===== src/rtl/ahb_sram_bridge.sv =====
// AHB-lite slave that turns word transfers into single-port SRAM strobes (one-cycle read latency).
// A write data phase followed by a read costs one wait state; illegal transfers get a two-cycle ERROR.
`timescale 1ns/1ps
module ahb_sram_bridge #(
  parameter int          AW   = 6,
  parameter logic [31:0] BASE = 32'h0000_1000
) (
  input  logic          hclk,
  input  logic          hrst,
  input  logic          hsel,
  input  logic [1:0]    htrans,
  input  logic          hwrite,
  input  logic [31:0]   haddr,
  input  logic [31:0]   hwdata,
  input  logic [2:0]    hsize,
  input  logic [2:0]    hburst,
  input  logic [3:0]    hprot,
  input  logic          hready_in,
  output logic          hready_out,
  output logic [1:0]    hresp,
  output logic [31:0]   hrdata,
  output logic          rd,
  output logic          we,
  output logic [AW-1:0] addr,
  output logic [31:0]   wdata,
  input  logic [31:0]   mem_rdata
);

  typedef enum logic [2:0] {
    S_IDLE,
    S_WR,
    S_RD,
    S_RDW,
    S_ERR1,
    S_ERR2
  } state_t;

  state_t        state_q, state_d;
  logic [AW-1:0] lat_addr_q, lat_addr_d;
  logic [AW-1:0] addr_q, addr_d;
  logic [31:0]   wdata_q, wdata_d;

  logic valid;
  logic in_window;
  logic illegal;
  logic bus_rd;
  logic unused_ok;

  assign valid     = hsel & hready_in & htrans[1];
  assign in_window = (haddr[31:AW+2] == BASE[31:AW+2]);
  assign illegal   = (hsize != 3'b010) | (haddr[1:0] != 2'b00) | ~in_window;
  assign unused_ok = ^{hburst, hprot, htrans[0]};

  // Only IDLE, WR and RD accept a new address phase; ERR2 drops whatever it samples.
  always_comb begin
    state_d    = state_q;
    lat_addr_d = lat_addr_q;
    bus_rd     = 1'b0;
    case (state_q)
      S_RDW:   state_d = S_RD;
      S_ERR1:  state_d = S_ERR2;
      S_ERR2:  state_d = S_IDLE;
      default: begin
        if (!valid) begin
          state_d = S_IDLE;
        end else if (illegal) begin
          state_d = S_ERR1;
        end else if (hwrite) begin
          state_d    = S_WR;
          lat_addr_d = haddr[AW+1:2];
        end else if (state_q == S_WR) begin
          state_d    = S_RDW;
          lat_addr_d = haddr[AW+1:2];
        end else begin
          state_d = S_RD;
          bus_rd  = 1'b1;
        end
      end
    endcase
  end

  always_comb begin
    rd         = 1'b0;
    we         = 1'b0;
    addr       = addr_q;
    wdata      = wdata_q;
    hready_out = 1'b1;
    hresp      = 2'b00;
    hrdata     = '0;
    case (state_q)
      S_WR: begin
        we    = 1'b1;
        addr  = lat_addr_q;
        wdata = hwdata;
      end
      S_RDW: begin
        rd         = 1'b1;
        addr       = lat_addr_q;
        hready_out = 1'b0;
      end
      S_RD:    hrdata = mem_rdata;
      S_ERR1: begin
        hresp      = 2'b01;
        hready_out = 1'b0;
      end
      S_ERR2:  hresp = 2'b01;
      default: ;
    endcase
    // The read strobe follows the bus directly, but must stay quiet while reset is held.
    if (bus_rd && !hrst) begin
      rd   = 1'b1;
      addr = haddr[AW+1:2];
    end
  end

  assign addr_d  = addr;
  assign wdata_d = wdata;

  always_ff @(posedge hclk or posedge hrst) begin
    if (hrst) begin
      state_q    <= S_IDLE;
      lat_addr_q <= '0;
      addr_q     <= '0;
      wdata_q    <= '0;
    end else begin
      state_q    <= state_d;
      lat_addr_q <= lat_addr_d;
      addr_q     <= addr_d;
      wdata_q    <= wdata_d;
    end
  end

endmodule


===== config.mk =====
export PLATFORM = sky130hd
export DESIGN_NAME = ahb_sram_bridge
export DESIGN_NICKNAME = d
export VERILOG_FILES = /design/src/rtl/ahb_sram_bridge.sv
export SDC_FILE = /design/constraint.sdc
export NUM_CORES = 1
export LEC_CHECK = 0
export CORE_UTILIZATION = 32
export DETAILED_ROUTE_END_ITERATION = 8
export PLACE_DENSITY = 0.87
export SYNTH_ARGS = -nofsm -noshare
export SYNTH_HDL_FRONTEND = slang
export SYNTH_SLANG_ARGS = --single-unit

===== constraint.sdc =====
create_clock -name hclk -period 2.3 [get_ports hclk]
set_input_delay 0.345 -clock hclk [delete_from_list [all_inputs] [get_ports hclk]]
set_output_delay 0.345 -clock hclk [all_outputs]
set_load 0.01 [all_outputs]

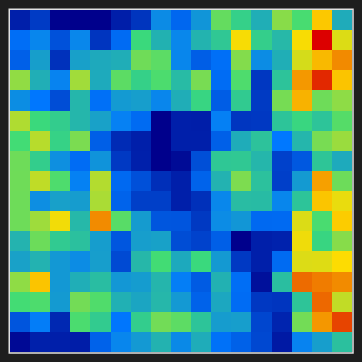
metal_density.png
Scale: 4 px per µm. 17 x 17 tiles, from dark blue (low) to red (high), scaled to the fullest tile. Values are wire area over tile area, all layers added.
fullest tile	0.43
densest ninth of the die	upper right
nearly empty tiles	2.8%
mean over tiles	0.16
emptiest ninth of the die	centre
wirelength, routed: 7.22 mm
count of vias placed by the detailed router: 2133
combined global-route utilization of all metal layers: 18.5%
average wire per standard cell: 15.6 µm

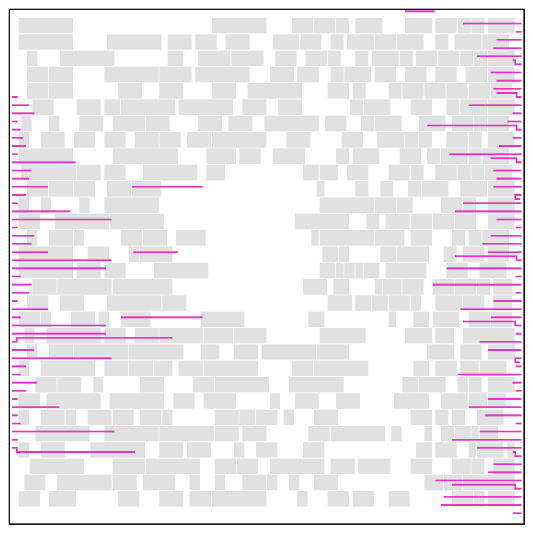
layer_met3.png
Scale: 6 px per µm. Cells faint in the background.
nets with wire on the layer	107
share of all routed wire	9.0%
wire length on this layer	651 µm
main direction	horizontal
met3 Use GR: 5.87%

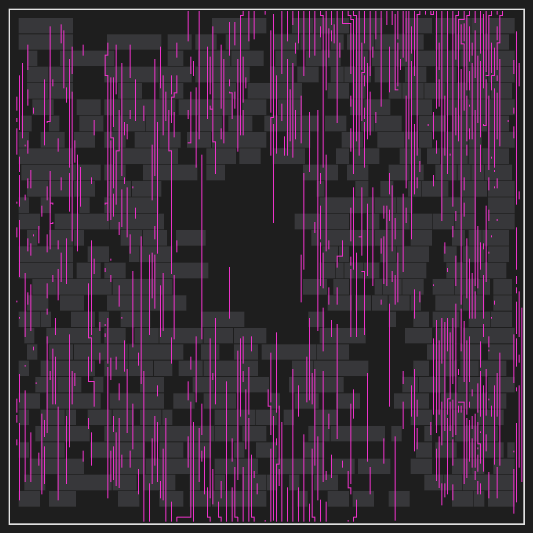
layer_met2.png
Scale: 6 px per µm. Cells faint in the background.
main direction	vertical
longest straight run	39.1 µm
share of all routed wire	55%
wire length on this layer	3960 µm
met2 track demand over resource: 34.9%

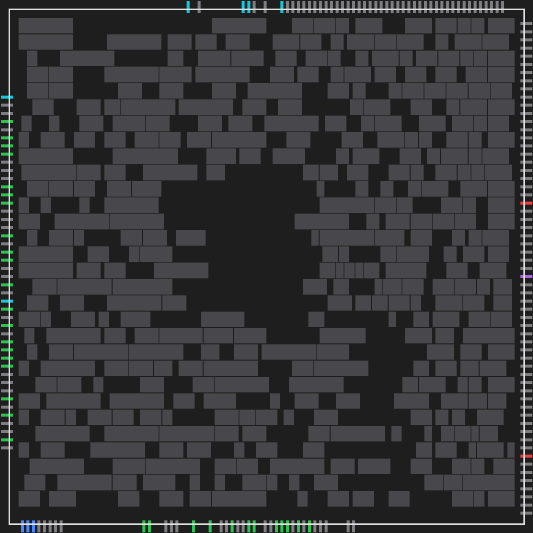
io_placement.png
Scale: 6 px per µm. Pins as bars across the die edge, other pins in grey.
colour	port	pins	direction	edge
blue	hburst	3	input	bottom
red	hresp	2	output	right
purple	hwrite	1	input	right
cyan	addr	6	output	4 top, 2 left
green	wdata	32	output	20 left, 12 bottom
all pins by edge	61 right, 47 top, 44 left, 36 bottom
total of buffers placed on input and output ports: 178
floorplan die height: 85.6 µm
chip width: 85.6 µm

==> summary.txt <==
Flow results.

- The total power divided by cell area is 822 nW/µm².
- The final report lists a non-filler cell total of 462.
- The library cell contributing the largest single delay on the critical path is sky130_fd_sc_hd__clkdlybuf4s50_1.
- The clock edge transition at the registers on the reported setup and hold paths is 0.09 ns.
- Clock cells make up 2.55% of the layout cell area.
- The net count entering floorplan is 287.
- According to the hold report, the worst path is of the in2async type.
- The most frequent cell on the critical path is sky130_fd_sc_hd__buf_4.
- In the finished design the tool counted flip-flops and latches totalling 47.
- The combinational gate area is 1120 µm².
- At the floorplan stage, the core utilization is reported as 33.1%.
- The critical path data required time is 1.96 ns.
- After floorplanning, the core was divided into 30 placement rows.
- The largest net degree at the start of global routing is 33.
- The clock insertion delay at the later pin of the skew report is 0.29 ns.
- Ranking logic cells in the layout by count gives the top entries sky130_fd_sc_hd__clkdlybuf4s50_1, sky130_fd_sc_hd__dfrtp_1, sky130_fd_sc_hd__dlymetal6s2s_1.
- The flow inserted 80 tap cells.
- Per the repair_timing log after CTS, setup buffers inserted total 8.
- VDD sags by at most 0.000748 V.
- The logic gate fraction of the total cell area is 24.5%.
- The sum of internal, switching and leakage power is 3.75 mW.
- The number of placed instances with taps included is 442.
- On met1, the global router reports a usage of 20.3%.
- Recorded from the global router log, the overflow total was 0.
- The power report puts the leakage power at 2.66 nW.
- The layer flagged by global routing as most heavily used is met2.
- Clock tree synthesis inserted a total of 5 buffers.
- The HPWL after detailed placement is 5.42 mm.
- At the end of the flow, the number of nets in the layout was 494.
- The worst clock skew is 0.00658 ns.
- Leaving out the clock tree, the finished layout contains a buffer count of 208.
- The class of the most critical setup path is reg2out.
- The area share of the largest cell type after synthesis is 52.6%.
- The number of H-tree levels is 2.
- The area growth from synthesis to layout is 104%.
- The highest clock rate this design can be run at is 442 MHz.
- Post-synthesis, Yosys gives the total cell area as 2230 µm².
- The number of global-route vias before repair is 2152.
- The placeable core area is 6760 µm².
- The buffer-and-inverter tally for the worst setup path is 3.
- Listed in order, past its start point the critical path passes buf_4 > nor2b_1 > buf_4 > nand2b_1 > and2_1 > clkdlybuf4s50_1.
- The tree is rooted in a sky130_fd_sc_hd__clkbuf_8.
- Per the layout report, the design carries 5 clock buffers.
- After layout, the minimum clock period comes to 2.26 ns.
- Per the CTS log, the buffer count on the longest clock path is 2.
- In the final layout, excluding clock inverters the inverter count is 3.
- Data on the critical path arrives at its endpoint at 1.92 ns.
- Broken down by cell family, the worst path's largest delay share belongs to buffers and inverters.
- The TritonCTS clock tree is done.
- The fraction of layout cells with a size suffix above 1 is 38.0%.
- The last timing report of the flow puts the setup violation total at 0.
- The count of tool warnings is 36.
- Per the layout area report, the sequential fraction of cell area is 25.8%.
- The cell area that synthesis handed to floorplanning was 2230 µm².
- The DRC violation count after routing is 0.
- The utilization after layout is 67.5%.
- Endpoints failing hold in the final report were tallied at 0.
- Among all cell classes, the greatest summed area belongs to non-clock buffers.
- Max-slew check failures listed in the final report amount to 0.
- Setup repair after global routing could not meet its margin everywhere.
- In the final layout, non-clock buffers account for 44.7% of the cell area.
- The remaining number of nets flagged by the antenna check after routing is 0.
- Using the TritonRoute via totals, the vias-per-cell ratio works out to 4.62.
- The number of antenna violations at the first check in global routing is 0.
- Summing all flip-flop and latch instances after layout gives 1180 µm².
- After synthesis the netlist holds a flip-flop and latch count of 47.
- The number of cells in the yosys synthesis report is 174.
- The run finished with clean final reports.
- The number of logic gates is 116.
- Along the worst path, the maximum fanout reaches 3.
==> cell usage after synthesis <==
cell                        n
sky130_fd_sc_hd__nand2_1    5
sky130_fd_sc_hd__o211ai_4   1
sky130_fd_sc_hd__buf_6      1
sky130_fd_sc_hd__nand3_2    1
sky130_fd_sc_hd__nor2_2     1
sky130_fd_sc_hd__mux2_1     1
sky130_fd_sc_hd__mux2_2    49
sky130_fd_sc_hd__dfrtp_1   47
sky130_fd_sc_hd__nand2b_1   2
sky130_fd_sc_hd__buf_4      1
sky130_fd_sc_hd__nand4_1    2
sky130_fd_sc_hd__inv_1      3
sky130_fd_sc_hd__nor4b_2    2
sky130_fd_sc_hd__buf_2      3
sky130_fd_sc_hd__clkbuf_1   3
sky130_fd_sc_hd__and2_1    33
sky130_fd_sc_hd__nand3_1    1
sky130_fd_sc_hd__nor2_1     2
sky130_fd_sc_hd__nor4_1     5
sky130_fd_sc_hd__nor2b_1    1
sky130_fd_sc_hd__nor3_2     1
sky130_fd_sc_hd__nor3_1     4
sky130_fd_sc_hd__conb_1     1
sky130_fd_sc_hd__o21ai_0    2
sky130_fd_sc_hd__or2_4      1
sky130_fd_sc_hd__nor3b_4    1
==> through the flow <==
| stage | setup slack (ns) | area (µm²) | hold slack [ns] | TNS, ns |
|---|---|---|---|---|
| floorplan | 0.385 | 2230 | 0.452 | 0 |
| global placement | -0.712 | 4240 | 0.475 | -5.29 |
| detailed placement | -0.698 | 4240 | 0.482 | -5.42 |
| CTS | -0.0150 | 4380 | 0.503 | -0.0150 |
| global route | -0.0570 | 4560 | 0.515 | -0.106 |
| finish | 0.0371 | 4560 | 0.494 | 0 |
==> kinds of logic (layout without fill, tap and decap cells) <==
group | count (synthesis) | count (layout) | synth area share, %
buffers and inverters | 11 | 219 | 2.52
multiplexers | 50 | 50 | 25.2
AND-OR/OR-AND | 3 | 3 | 1.40
other | 1 | 1 | 0.168
flip-flops | 47 | 47 | 52.6
AND/OR/NAND/NOR | 62 | 62 | 18.1
==> report_power, final <==
group	total, mW	switching, mW	internal [mW]
logic	1.92	0.806	1.12
registers	1.22	0.0855	1.13
clock network	0.610	0.280	0.330
==> path summary, 6_finish.rpt <==
| check | startpoint | to | slack (ns) | cells after the start |
|---|---|---|---|---|
| worst min register to register | lat_addr_q[5] | lat_addr_q[5] | 0.50 | 1 |
| max in group asynchronous | hrst | lat_addr_q[4] | 1.31 | 4 |
| worst min-delay path | hrst | wdata_q[4] | 0.49 | 3 |
| worst max register to register | state_q[0] | lat_addr_q[1] | 0.56 | 7 |
| min in group hclk | lat_addr_q[5] | lat_addr_q[5] | 0.50 | 1 |
| worst max-delay path | state_q[2] | hready_out | 0.04 | 6 |
==> flip-flops by register name, indices dropped and copies added, names as in the netlist <==
register    cells
addr_q          6
state_q         3
lat_addr_q      6
wdata_q        32
==> routing by layer <==
layer	up-vias	routed length (µm)	part of all wire, %
met3	2	651	9.0
met2	111	3960	55
li1	1004	-	-
met5	-	0	0
met4	0	33	0.46
met1	1016	2570	36
Power is estimated from default activity; no workload was simulated.
